$ cat src/rtl/riscv_pkg.sv
`default_nettype none
// ============================================================================
// Module      : riscv_pkg
// Description : Shared RV32I constants: opcodes, next-PC select encodings,
//               canonical NOP and the instruction-fetch state encoding.
// Revision    : 1.0 - initial release
// ============================================================================
package riscv_pkg;

  // Major opcodes (ir[6:0])
  localparam logic [6:0] OP_LUI    = 7'h37;
  localparam logic [6:0] OP_AUIPC  = 7'h17;
  localparam logic [6:0] OP_JAL    = 7'h6F;
  localparam logic [6:0] OP_JALR   = 7'h67;
  localparam logic [6:0] OP_BRANCH = 7'h63;
  localparam logic [6:0] OP_LOAD   = 7'h03;
  localparam logic [6:0] OP_STORE  = 7'h23;
  localparam logic [6:0] OP_IMM    = 7'h13;
  localparam logic [6:0] OP_REG    = 7'h33;

  // Next-PC selection
  localparam logic [1:0] PC_SEL_PLUS4  = 2'b00;
  localparam logic [1:0] PC_SEL_BRANCH = 2'b01;
  localparam logic [1:0] PC_SEL_JUMP   = 2'b10;
  localparam logic [1:0] PC_SEL_RSVD   = 2'b11;

  // addi x0, x0, 0
  localparam logic [31:0] NOP_INSTR = 32'h0000_0013;

  // Fetch state encoding
  typedef logic [2:0] fetch_state_t;
  localparam fetch_state_t FS_IDLE  = 3'd0;
  localparam fetch_state_t FS_ADDR  = 3'd1;
  localparam fetch_state_t FS_DATA  = 3'd2;
  localparam fetch_state_t FS_VALID = 3'd3;
  localparam fetch_state_t FS_FAULT = 3'd4;

  // Next PC; the reserved select and a not-taken branch fall through to pc+4.
  function automatic logic [31:0] next_pc(
    input logic [1:0]  sel,
    input logic        taken,
    input logic [31:0] pc_plus4,
    input logic [31:0] target
  );
    logic [31:0] npc;
    npc = pc_plus4;
    case (sel)
      PC_SEL_BRANCH: npc = taken ? target : pc_plus4;
      PC_SEL_JUMP:   npc = target;
      default:       npc = pc_plus4;
    endcase
    return npc;
  endfunction

endpackage
`default_nettype wire

$ cat src/rtl/ir_field_decode.sv
`default_nettype none
// ============================================================================
// Module      : ir_field_decode
// Description : Slices the fixed RV32I register/opcode fields out of an
//               instruction word. Purely combinational.
// Revision    : 1.0 - initial release
// ============================================================================
module ir_field_decode (
  input  logic [31:0] ir_i,
  output logic [6:0]  opcode_o,
  output logic [2:0]  funct3_o,
  output logic [6:0]  funct7_o,
  output logic [4:0]  rd_o,
  output logic [4:0]  rs1_o,
  output logic [4:0]  rs2_o
);

  // Field positions are identical for every format that has the field.
  always_comb begin
    opcode_o = ir_i[6:0];
    rd_o     = ir_i[11:7];
    funct3_o = ir_i[14:12];
    rs1_o    = ir_i[19:15];
    rs2_o    = ir_i[24:20];
    funct7_o = ir_i[31:25];
  end

endmodule
`default_nettype wire

$ cat src/rtl/instr_fetch_unit.sv
`default_nettype none
// ============================================================================
// Module      : instr_fetch_unit
// Description : Owns the PC, fetches over a req/gnt/rvalid handshake with
//               variable latency, latches the word into the IR and applies
//               next-PC selection on PCWrite.
// Revision    : 1.0 - initial release
// ============================================================================
module instr_fetch_unit #(
  parameter logic [31:0] RESET_PC = 32'h0000_0000,
  parameter int unsigned TIMEOUT  = 64
) (
  input  logic        CLK,
  input  logic        RST,
  input  logic        fetch_en,
  input  logic        PCWrite,
  input  logic [1:0]  pc_sel,
  input  logic        branch_taken,
  input  logic [31:0] target_addr,
  output logic        imem_req,
  output logic [31:0] imem_addr,
  input  logic        imem_gnt,
  input  logic        imem_rvalid,
  input  logic [31:0] imem_rdata,
  output logic [31:0] pc,
  output logic [31:0] pc_plus4,
  output logic [31:0] ir,
  output logic [6:0]  opcode,
  output logic [2:0]  funct3,
  output logic [6:0]  funct7,
  output logic [4:0]  rd,
  output logic [4:0]  rs1,
  output logic [4:0]  rs2,
  output logic        instr_valid,
  output logic        fetch_busy,
  output logic        fault
);
  import riscv_pkg::*;

  // Last DATA-cycle count before the wait is declared a timeout.
  localparam logic [7:0] TO_LAST = 8'(TIMEOUT - 1);

  fetch_state_t state_q, state_d;
  logic [31:0]  pc_q, ir_q, addr_q;
  logic [7:0]   tmo_q, tmo_d;
  logic         ir_load, addr_load;
  logic [31:0]  pc_inc;

  assign pc_inc = pc_q + 32'd4;

  // State register
  always_ff @(posedge CLK or posedge RST) begin
    if (RST) state_q <= FS_IDLE;
    else     state_q <= state_d;
  end

  // Next-state logic, plus the load strobes for IR / fetch address
  always_comb begin
    state_d   = state_q;
    tmo_d     = tmo_q;
    ir_load   = 1'b0;
    addr_load = 1'b0;
    case (state_q)
      FS_IDLE, FS_VALID: begin
        if (fetch_en) begin
          if (pc_q[1:0] == 2'b00) begin
            state_d   = FS_ADDR;
            addr_load = 1'b1;
          end else begin
            state_d = FS_FAULT;
          end
        end
      end
      FS_ADDR: begin
        if (imem_gnt) begin
          if (imem_rvalid) begin
            state_d = FS_VALID;
            ir_load = 1'b1;
          end else begin
            state_d = FS_DATA;
            tmo_d   = 8'd0;
          end
        end
      end
      FS_DATA: begin
        if (imem_rvalid) begin
          state_d = FS_VALID;
          ir_load = 1'b1;
        end else if (tmo_q == TO_LAST) begin
          state_d = FS_FAULT;
        end else begin
          tmo_d = tmo_q + 8'd1;
        end
      end
      FS_FAULT: state_d = FS_FAULT;
      default:  state_d = FS_IDLE;
    endcase
  end

  // Handshake/status outputs decoded from the registered state (glitch-free)
  always_comb begin
    imem_req    = (state_q == FS_ADDR);
    fetch_busy  = (state_q == FS_ADDR) || (state_q == FS_DATA);
    instr_valid = (state_q == FS_VALID);
    fault       = (state_q == FS_FAULT);
  end

  // Datapath registers; PC updates in any state, an in-flight fetch keeps addr_q
  always_ff @(posedge CLK or posedge RST) begin
    if (RST) begin
      pc_q   <= RESET_PC;
      ir_q   <= NOP_INSTR;
      addr_q <= RESET_PC;
      tmo_q  <= 8'd0;
    end else begin
      tmo_q <= tmo_d;
      if (PCWrite)   pc_q   <= next_pc(pc_sel, branch_taken, pc_inc, target_addr);
      if (ir_load)   ir_q   <= imem_rdata;
      if (addr_load) addr_q <= pc_q;
    end
  end

  assign pc        = pc_q;
  assign pc_plus4  = pc_inc;
  assign ir        = ir_q;
  assign imem_addr = addr_q;

  ir_field_decode u_decode (
    .ir_i     (ir_q),
    .opcode_o (opcode),
    .funct3_o (funct3),
    .funct7_o (funct7),
    .rd_o     (rd),
    .rs1_o    (rs1),
    .rs2_o    (rs2)
  );

endmodule
`default_nettype wire

$ cat config.mk
export PLATFORM = sky130hd
export DESIGN_NAME = instr_fetch_unit
export DESIGN_NICKNAME = d
export VERILOG_FILES = /design/src/rtl/riscv_pkg.sv /design/src/rtl/ir_field_decode.sv /design/src/rtl/instr_fetch_unit.sv
export SDC_FILE = /design/constraint.sdc
export NUM_CORES = 1
export LEC_CHECK = 0
export CAP_MARGIN = 20
export CORE_AREA = 2 2 115 117
export DETAILED_ROUTE_END_ITERATION = 8
export DIE_AREA = 0 0 117 119
export PLACE_DENSITY = 0.89
export SLEW_MARGIN = 20
export SYNTH_ARGS = -nofsm -noshare
export SYNTH_HDL_FRONTEND = slang
export SYNTH_SLANG_ARGS = --single-unit
$ cat constraint.sdc
create_clock -name CLK -period 5.2 [get_ports CLK]
set_input_delay 0.52 -clock CLK [delete_from_list [all_inputs] [get_ports CLK]]
set_output_delay 0.52 -clock CLK [all_outputs]
set_load 0.01 [all_outputs]
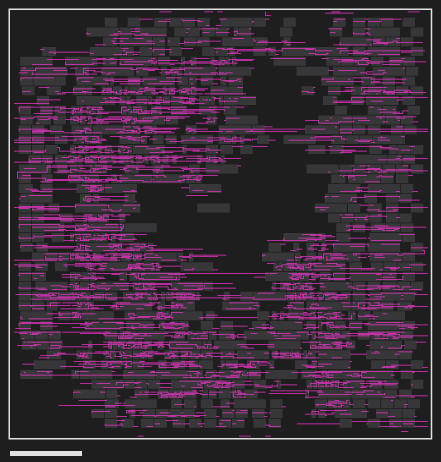
(the metal 1 layer)
Scale bar: 20 um. Cells faint in the background.
The layer holds 37% of the routed length. The longest straight run is 37.7 um. The layer carries 6,750 um of wire.

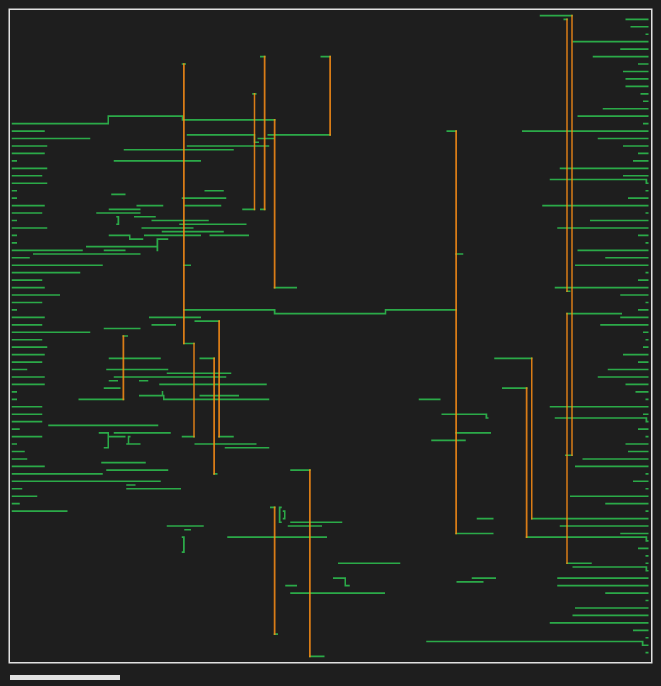
(metal layers overlaid)
Scale bar: 20 um. Only two layers are drawn.
met3: in green, wire length 1,650 um. met4: in orange, wire length 578 um.
Total Routing Usage GR: 25.92%
Via Count: 5,189
Total Wirelength: 18,030 um

==> notes.md <==
The power in the clock group was 0.643 mW; the clock-pin slew reported for the worst setup and hold paths after clock tree synthesis was 60 ps. Setup repair after global routing left no endpoint under its margin. Looking at the critical path, the highest net fanout was 6. For this run, the final setup violation count is recorded as 0.

With fillers left out, the area of the finished cells amounts to 8278 um^2. Main logic family after synthesis: simple AND/OR/NAND/NOR gates. The final setup slack of the worst path was 1694 ps.

Of the post-synthesis cell area, the dominant cell type holds 44.54%. IR analysis of the VDD net gives a maximum drop of 0.0002027 V. The stage logs contain a warning count of 27. In the synthesized netlist the dominant register cell turns out to be dfrtp_1. The logs give 0 for the yosys warning tally and 1.44 mW for the flip-flop and latch power. According to the floorplan report, the total die area is 13,920 um^2. STA classifies the critical path endpoint as an output pin.

The run gives 5,175 as the via count of the first global-routing pass. The wire length on met2 was 9052 um; the minimum setup slack after placement was 2060 ps. Per the post-synthesis report, the nets total 633.

The run gives 107 for the count of clock tree sinks. Between the synthesized netlist and the finished layout, the area growth was recorded as 41.67%. The most instantiated library cell after synthesis was dfrtp_1. In this run, the combinational gates consume 48.4% of the power. The commonest cells after synthesis are dfrtp_1, mux2_2, nand2_1. The tree is rooted in a clkbuf_16.

For the leftover overflow at the end of global routing, the log shows 0. The final timing summary puts the cycle share of the worst path at 67.42%. The detailed router reports a met3 wire length of 1654 um. In this run the cell area measured after placement is 8004 um^2. Per the cell usage report, the commonest logic cells after layout are clkdlybuf4s50_1, dfrtp_1, mux2_2. In the global route stage, met3 resource usage came out at 5.445%. Kind of path behind the tightest hold check: register to register. The maximum clock rate is 285.2 MHz. Global routing consumed, on the met2 layer, 44.18% of the routing resources.

With the remaining antenna violation count at 0, the floorplan utilization is 45.38%. The kind of start point of the critical path was a register. The wire length on met1 was 6746 um.

TritonCTS built the clock tree. Among logic cells in the layout, the one with the most instances is clkdlybuf4s50_1. With the number of buffers and inverters on the critical path at 1, the sequential share of power is 35.7%. For the quantity of gates resized following cts, the log shows 0. The run gives 119 um for the height of the chip. The number of placed instances, taps included came out at 909. The distinct cell type count after synthesis is 61, and the count of flip-flops with a built-in enable after synthesis is 0. Average instance area after synthesis: 10.51 um^2.

Net switching is 34.84% of the power. For the hold buffer count at cts, the log shows 0. The required time reported for the critical path endpoint was 4680 ps; the adder-cell share of the synthesized area was 0.8565%. The normalized max-slew margin is 42.42%, and the delay of the slowest critical-path stage is 590 ps. The tools report the number of antenna diodes as 0. The die is 117 um wide.

The share of synthesized cell area in and-or and or-and compound cells came out at 10.99%. Per the GRT log, the top usage layer is met2. The slowest stage of the critical path is the clkdlybuf4s50_1 cell.

The run gives 0 as the number of max-slew violations in the final report. The run finished with clean final reports. With the minimum clock period at 3506 ps, the design internal power is 2.633 mW. The gate family responsible for the most delay along the worst path was simple AND/OR/NAND/NOR gates. Of the post-synthesis cell area, the part taken by muxes is 11.26%. The worst clock skew on the final layout is 9.201 ps.

As reported, the later end of the worst-skew pair has a clock insertion delay of 350 ps. The run gives 3 as the number of H-tree levels. Global routing used 31.31% of the available met1 tracks. The tools report the number of antenna violations at the first check in global routing as 0.

Hold is met by 479.3 ps. The ratio of total power to cell area works out to 488.1 nW/um^2. The async set-or-reset flop fraction in the synthesized netlist is 100.0%, and the synthesized instance count is 556. Excluding fillers, the count of instances in the completed layout stands at 925. The mapped netlist covers 5843 um^2. Per the final layout report, the fraction of cells sized above drive strength 1 comes to 12.95%. The top layer used by detailed routing was met4. Summed over all cells, the static leakage comes to 3.508 nW. The first global-routing pass estimated 27,990 um of wire. Sequential cells were found to cover 45.89% of the synthesized design area. The final weighted congestion in routability-driven placement is 0.8979. Total of flip-flops plus latches after synthesis: 107. Once detailed placement completed, the half-perimeter wirelength came to 13,360 um.

Measured on the finished design, the core utilization comes to 64.30%. Per the log, the first TritonRoute iteration ended with a DRC count of 463. Per the synthesis report, the simple-gate share of the synthesized area is 16.87%. Summed over all instances, the cell type with the most area after synthesis is dfrtp_1.

The number of clock buffers added by TritonCTS is 9. The startpoint-to-endpoint class of the critical path was register to output pin. The number of search-and-repair iterations in the first detailed-routing pass is 5, and the switching power is 1.408 mW. The synth_stat.txt file lists the number of cells as 556. The routed wirelength normalized by instance count was 19.49 um.

The run gives 1.95 mW as the combinational group power. The hold violation total from the final report was 0; the row count was 42. The tools report the accumulated negative setup slack as 0 ps. Entering global routing, the biggest net connects 69 pins. The main area contributors are dfrtp_1, mux2_2, buf_4. Post-CTS timing repair inserted 0 buffers for setup.

The slew at the pin closest to its max-slew limit is 863.6 ps, and the top-level port count is 237. Summing internal, switching and leakage power gives 4.040 mW. The number of I/O port buffers is 236.

For the data arrival time of the critical path, the log shows 2990 ps. The DRC violation total left in the routed layout is recorded as 0. The logs give 15.9% for the proportion of power drawn by the clock network and 5843 um^2 for the yosys-reported design area after synthesis. The tools report the number of buffers on the longest clock path as 2.

Listed in order, past its start point the critical path passes ha_1 -> nand3_1 -> nor3_1 -> and4_1 -> xnor2_1 -> clkdlybuf4s50_1. The group that draws the most power in this run is combinational logic. At the end of the flow, the number of nets in the layout was 821.
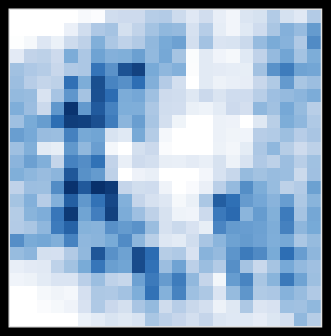
(wire density map)
The die is cut into 23 by 24 equal tiles; white is low, dark blue is high, scaled to the fullest tile. Values are wire area over tile area, all layers added.
The emptiest ninth of the die: center. The fullest tile reaches 0.62. The mean over all tiles is 0.22. The densest ninth of the die: middle left. 23% of the tiles are over half the peak.

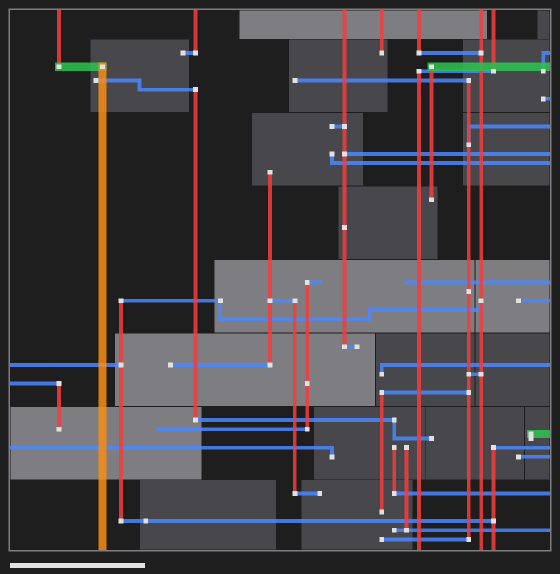
(zoomed window)
Scale bar: 5 um. Region (78, 79) to (98, 99) um. Cells in gray, sequential cells in the stronger gray; small squares are vias.
met1: in blue. met4: in orange. met3: in green. met2: in red.
Sequential cells in the window: 3. Most frequent: clkdlybuf4s50_1 (7), mux2_2 (4), dfstp_2 (2). Netlist names of flops here include `ir` (3). 15 logic cells have their middle in the window.

[final cells by class]
cell class                      count  area (um^2)
Clock buffer                       14        254.0
Clock inverter                      2        15.01
Fill cell                         969         4597
Inverter                           14        55.05
Multi-Input combinational cell    370         2645
Sequential cell                   107         2681
Tap cell                          176        220.2
Timing Repair Buffer              242         2407
[worst paths after layout]
path | from | end | slack [ps] | depth (start not counted)
setup / recovery | pc[2] | pc_plus4[30] | 1690 | 6
hold / removal | imem_addr[12] | imem_addr[12] | 480 | 2
setup reg to reg | pc[2] | pc[30] | 2780 | 6
hold reg to reg | imem_addr[12] | imem_addr[12] | 480 | 2
max in group asynchronous | RST | ir[23] | 3420 | 3
min in group asynchronous | RST | ir[24] | 700 | 2
Power is estimated from default activity; no workload was simulated.
